File: config.mk
export PLATFORM = sky130hd
export DESIGN_NAME = sample_packer_64
export DESIGN_NICKNAME = d
export VERILOG_FILES = /design/src/rtl/sample_packer_64_pkg.sv /design/src/rtl/packer_out_slot.sv /design/src/rtl/sample_packer_64.sv
export SDC_FILE = /design/constraint.sdc
export NUM_CORES = 1
export LEC_CHECK = 0
export CORE_UTILIZATION = 51
export CTS_CLUSTER_DIAMETER = 100
export DETAILED_ROUTE_END_ITERATION = 8
export GPL_TIMING_DRIVEN = 0
export PLACE_DENSITY = 0.76
export SYNTH_ARGS = -nofsm -noshare
export SYNTH_HDL_FRONTEND = slang
export SYNTH_SLANG_ARGS = --single-unit
File: constraint.sdc
create_clock -name clk -period 5.1 [get_ports clk]
set_clock_uncertainty 0.1 [all_clocks]
set_input_delay 0.51 -clock clk [delete_from_list [all_inputs] [get_ports clk]]
set_output_delay 0.51 -clock clk [all_outputs]
set_load 0.005 [all_outputs]
File: src/rtl/sample_packer_64_pkg.sv
// Shared constants and the word+count bundle used by the packer and the
// averaging-side unpacker.
package sample_packer_64_pkg;
    localparam int SAMPLE_W = 8;
    localparam int LANES    = 8;
    localparam int WORD_W   = SAMPLE_W * LANES;
    localparam int CNT_W    = 4;
    localparam int K_W      = $clog2(LANES);

    typedef struct packed {
        logic [CNT_W-1:0]  count;
        logic [WORD_W-1:0] data;
    } packed_word_t;
endpackage

File: src/rtl/packer_out_slot.sv
// Output register of the packer: holds a finished word until downstream
// accepts it and reports whether a new word may be loaded this cycle.
module packer_out_slot
    import sample_packer_64_pkg::*;
(
    input  logic              clk,
    input  logic              rst,
    input  logic              load,
    input  logic [WORD_W-1:0] load_data,
    input  logic [CNT_W-1:0]  load_count,
    input  logic              out_ready,
    output logic [WORD_W-1:0] out_data,
    output logic [CNT_W-1:0]  out_count,
    output logic              out_valid,
    output logic              slot_free
);
    packed_word_t word_reg;
    logic         valid_reg;
    logic         valid_next;

    // A transfer and a load on the same edge keep valid high (back-to-back).
    always_comb begin
        valid_next = valid_reg;
        if (load) begin
            valid_next = 1'b1;
        end else if (out_ready) begin
            valid_next = 1'b0;
        end
    end

    always_ff @(posedge clk or posedge rst) begin
        if (rst) begin
            word_reg  <= '0;
            valid_reg <= 1'b0;
        end else begin
            valid_reg <= valid_next;
            if (load) begin
                word_reg <= '{count: load_count, data: load_data};
            end
        end
    end

    assign slot_free = !valid_reg || out_ready;
    assign out_data  = word_reg.data;
    assign out_count = word_reg.count;
    assign out_valid = valid_reg;
endmodule

File: src/rtl/sample_packer_64.sv
// Packs a valid/ready stream of bytes into 64-bit words with a sample count;
// flush emits whatever partial word has been assembled.
module sample_packer_64
    import sample_packer_64_pkg::*;
(
    input  logic              clk,
    input  logic              rst,
    input  logic [SAMPLE_W-1:0] in_data,
    input  logic              in_valid,
    output logic              in_ready,
    input  logic              flush,
    output logic [WORD_W-1:0] out_data,
    output logic              out_valid,
    input  logic              out_ready,
    output logic [CNT_W-1:0]  out_count
);
    localparam logic [K_W-1:0] K_LAST = K_W'(LANES - 1);

    logic [WORD_W-1:0] asm_reg, asm_next, asm_with;
    logic [K_W-1:0]    k_reg, k_next;
    logic              pend_reg, pend_next;
    logic [CNT_W-1:0]  k_with;
    logic              beat;
    logic              slot_free;
    logic              load;

    // in_ready depends combinationally on out_ready through slot_free.
    assign in_ready = !rst && !pend_reg && !(k_reg == K_LAST && !slot_free);
    assign beat     = in_valid && in_ready;
    assign k_with   = CNT_W'(k_reg) + CNT_W'(beat);

    generate
        for (genvar gi = 0; gi < LANES; gi++) begin : g_lane
            assign asm_with[gi*SAMPLE_W +: SAMPLE_W] =
                (beat && k_reg == K_W'(gi)) ? in_data : asm_reg[gi*SAMPLE_W +: SAMPLE_W];
        end
    endgenerate

    // A beat is merged before flushing, so flush+beat at k==7 is one full word.
    assign load = slot_free &&
                  ((beat && k_reg == K_LAST) || ((flush || pend_reg) && k_with != '0));

    always_comb begin
        asm_next  = asm_with;
        k_next    = k_with[K_W-1:0];
        pend_next = pend_reg || (flush && k_with != '0);
        if (load) begin
            asm_next  = '0;
            k_next    = '0;
            pend_next = 1'b0;
        end
    end

    always_ff @(posedge clk or posedge rst) begin
        if (rst) begin
            asm_reg  <= '0;
            k_reg    <= '0;
            pend_reg <= 1'b0;
        end else begin
            asm_reg  <= asm_next;
            k_reg    <= k_next;
            pend_reg <= pend_next;
        end
    end

    packer_out_slot u_slot (
        .clk        (clk),
        .rst        (rst),
        .load       (load),
        .load_data  (asm_with),
        .load_count (k_with),
        .out_ready  (out_ready),
        .out_data   (out_data),
        .out_count  (out_count),
        .out_valid  (out_valid),
        .slot_free  (slot_free)
    );
endmodule

==> impl_metrics.env <==
# source this file to load flow results
export IMPL_status="finished clean"
export IMPL_p_leak_nw=3.80
export IMPL_avgSynthCellArea_um2=12.6
export IMPL_fin_area_um2=7320
export IMPL_yosys_area_um2=5670
export IMPL_worst_setup_path_end_kind="flip-flop"
export IMPL_rsz0062_at_grt="no"
export IMPL_final_cell_count_no_fill=708
export IMPL_placed_area_um2=6730
export IMPL_async_reset_ff_share_pct=100
export IMPL_pwr_share_clk_pct=51.6
export IMPL_relSlewSlack_pct=48.0
export IMPL_post_cts_buffers=0
export IMPL_comb_area_um2=2070
export IMPL_worst_slew_pin_slew_ns=0.779
export IMPL_cts_hold_buf=0
export IMPL_ys_ff=137
export IMPL_grt_pass1_wl_um=22100
export IMPL_combPwrFrac_pct=2.3
export IMPL_dp_cells=676
export IMPL_final_antenna_net_count=0
export IMPL_drc=0
export IMPL_drive_gt1_share_pct=14.8
cell type report:
type | instances | share of cell area, %
Clock buffer | 19 | 5.76
Tap cell | 140 | 2.39
Multi-Input combinational cell | 280 | 28.2
Clock inverter | 13 | 2.31
Inverter | 2 | 0.154
Sequential cell | 137 | 46.8
Buffer | 32 | 2.27
Timing Repair Buffer | 85 | 12.0
per-layer routing:
metal  track usage [%]  vias up
met1              33.6     2050
met2              43.4      164
li1                  -     1817
met4              8.61        0
met5                 0        -
met3              5.93       18
power by group through the flow:
stage | registers, mW | clock network (mW) | logic (mW)
global route | 1.09 | 1.28 | 0.0606
finish | 1.09 | 1.22 | 0.0553
detailed placement | 1.11 | 0 | 0.0559
CTS | 1.09 | 1.23 | 0.0566
floorplan | 1.11 | 0 | 0.0205
global placement | 1.11 | 0 | 0.0487
through the flow:
| stage | hold WS [ns] | setup WS (ns) |
|---|---|---|
| after floorplan | 0.381 | 0.0116 |
| after global placement | 0.374 | -1.75 |
| after detailed placement | 0.378 | 0.180 |
| after CTS | 0.397 | 0.709 |
| after global routing | 0.410 | 0.431 |
| final | 0.388 | 0.737 |
cell usage in the layout, fill, tap and decap left out, types with 3 or more instances in the layout:
cell type and count:
clkinvlp_4 4, clkbuf_16 16, nor2_1 49, a211oi_1 43, clkdlybuf4s50_1 82, mux2i_1 42
a21oi_1 45, clkbuf_1 16, mux2_1 21, nor2b_1 26, nand2_1 5, buf_6 3
mux2_2 26, dfrtp_1 137, buf_2 13, buf_12 3, bufinv_16 3
final timing paths:
check | to | start | depth (start not counted)
setup / recovery | u_slot.out_data[4]$_DFFE_PP0P_ | rst | 13
hold / removal | u_slot.out_data[38]$_DFFE_PP0P_ | u_slot.out_data[38]$_DFFE_PP0P_ | 1
setup reg to reg | u_slot.out_data[4]$_DFFE_PP0P_ | u_slot.out_valid$_DFFE_PP0P_ | 13
hold reg to reg | u_slot.out_data[38]$_DFFE_PP0P_ | u_slot.out_data[38]$_DFFE_PP0P_ | 1
max in group asynchronous | u_slot.out_data[23]$_DFFE_PP0P_ | rst | 4
min in group asynchronous | asm_reg[43]$_DFF_PP0_ | rst | 2
logic make-up after synthesis:
family          after synthesis  synth area share, %
fa+ha+maj                     2                0.441
mux                          89                 16.8
compound gates               91                 10.1
flops                       137                 60.5
buf+inv                      34                 3.07
xor+xnor                      1                0.155
simple gates                 97                 9.03
critical path: stages:
cell             delay [ns]
clkdlybuf4s50_1        0.62
clkinvlp_4             0.70
and3_1                 0.44
and2_1                 0.17
ha_1                   0.20
ha_1                   0.42
nor4_4                 0.08
nor3_2                 0.58
a21o_1                 0.21
buf_4                  0.18
buf_6                  0.17
buf_2                  0.24
a21oi_1                0.11
==> images/sizing.png <==
Drawn at 4 px/µm.
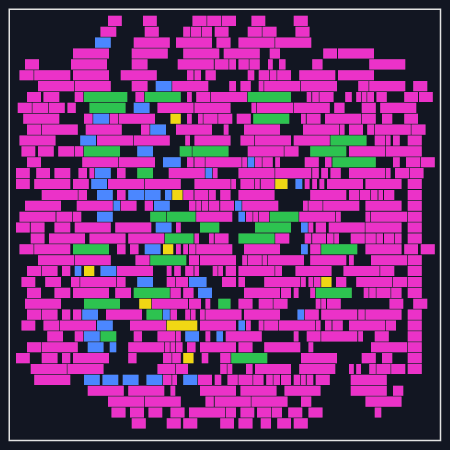
| colour | size | cells | share |
|---|---|---|---|
| green | x6 and larger | 29 | 5.1% |
| blue | x2 | 46 | 8.1% |
| magenta | x1 and smaller | 484 | 85% |
| yellow | x3 and x4 | 9 | 1.6% |

==> images/m3.png <==
Drawn at 4 px/µm.
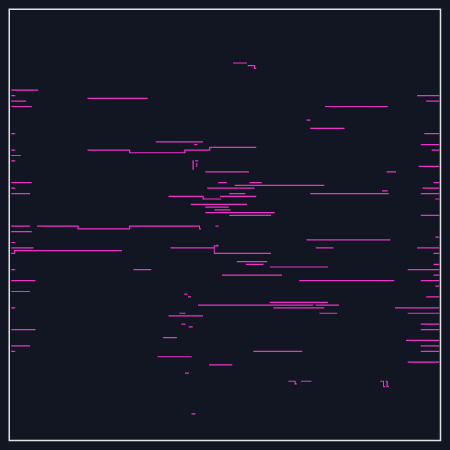
nets with wire on the layer: 87
wire length on this layer: 739 µm

==> images/clock_nets.png <==
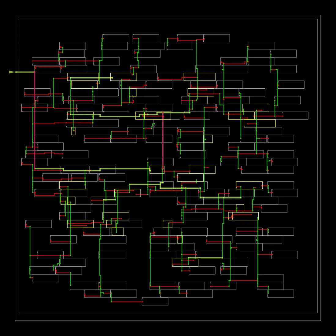
Late-Pin Clk Latency: 0.51 ns
clk_buf instances: 19
Sink Count: 137
Clk power: 1.22 mW

==> images/ff_map.png <==
Drawn at 3 px/µm. Other sequential cells in the stronger grey, the rest of the logic in the fainter grey.
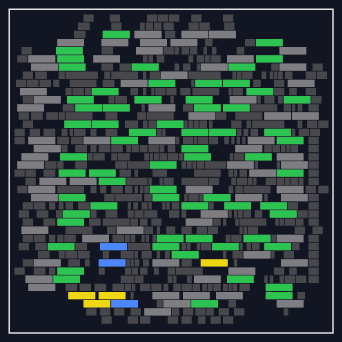
| colour | netlist name | sequential cells |
|---|---|---|
| green | asm_reg | 64 |
| blue | k_reg | 3 |
| yellow | u_slot.out_count | 4 |

==> images/route_heat.png <==
Drawn at 3 px/µm. 21 x 21 tiles, from black (low) to pale yellow (high), scaled to the fullest tile. Values are wire area over tile area, all layers added.
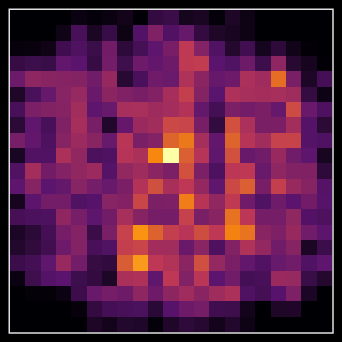
densest ninth of the die: middle
tiles over half the peak: 9.8%
emptiest ninth of the die: bottom left

Power figures rest on the tool's default switching activity, not on a simulated workload.
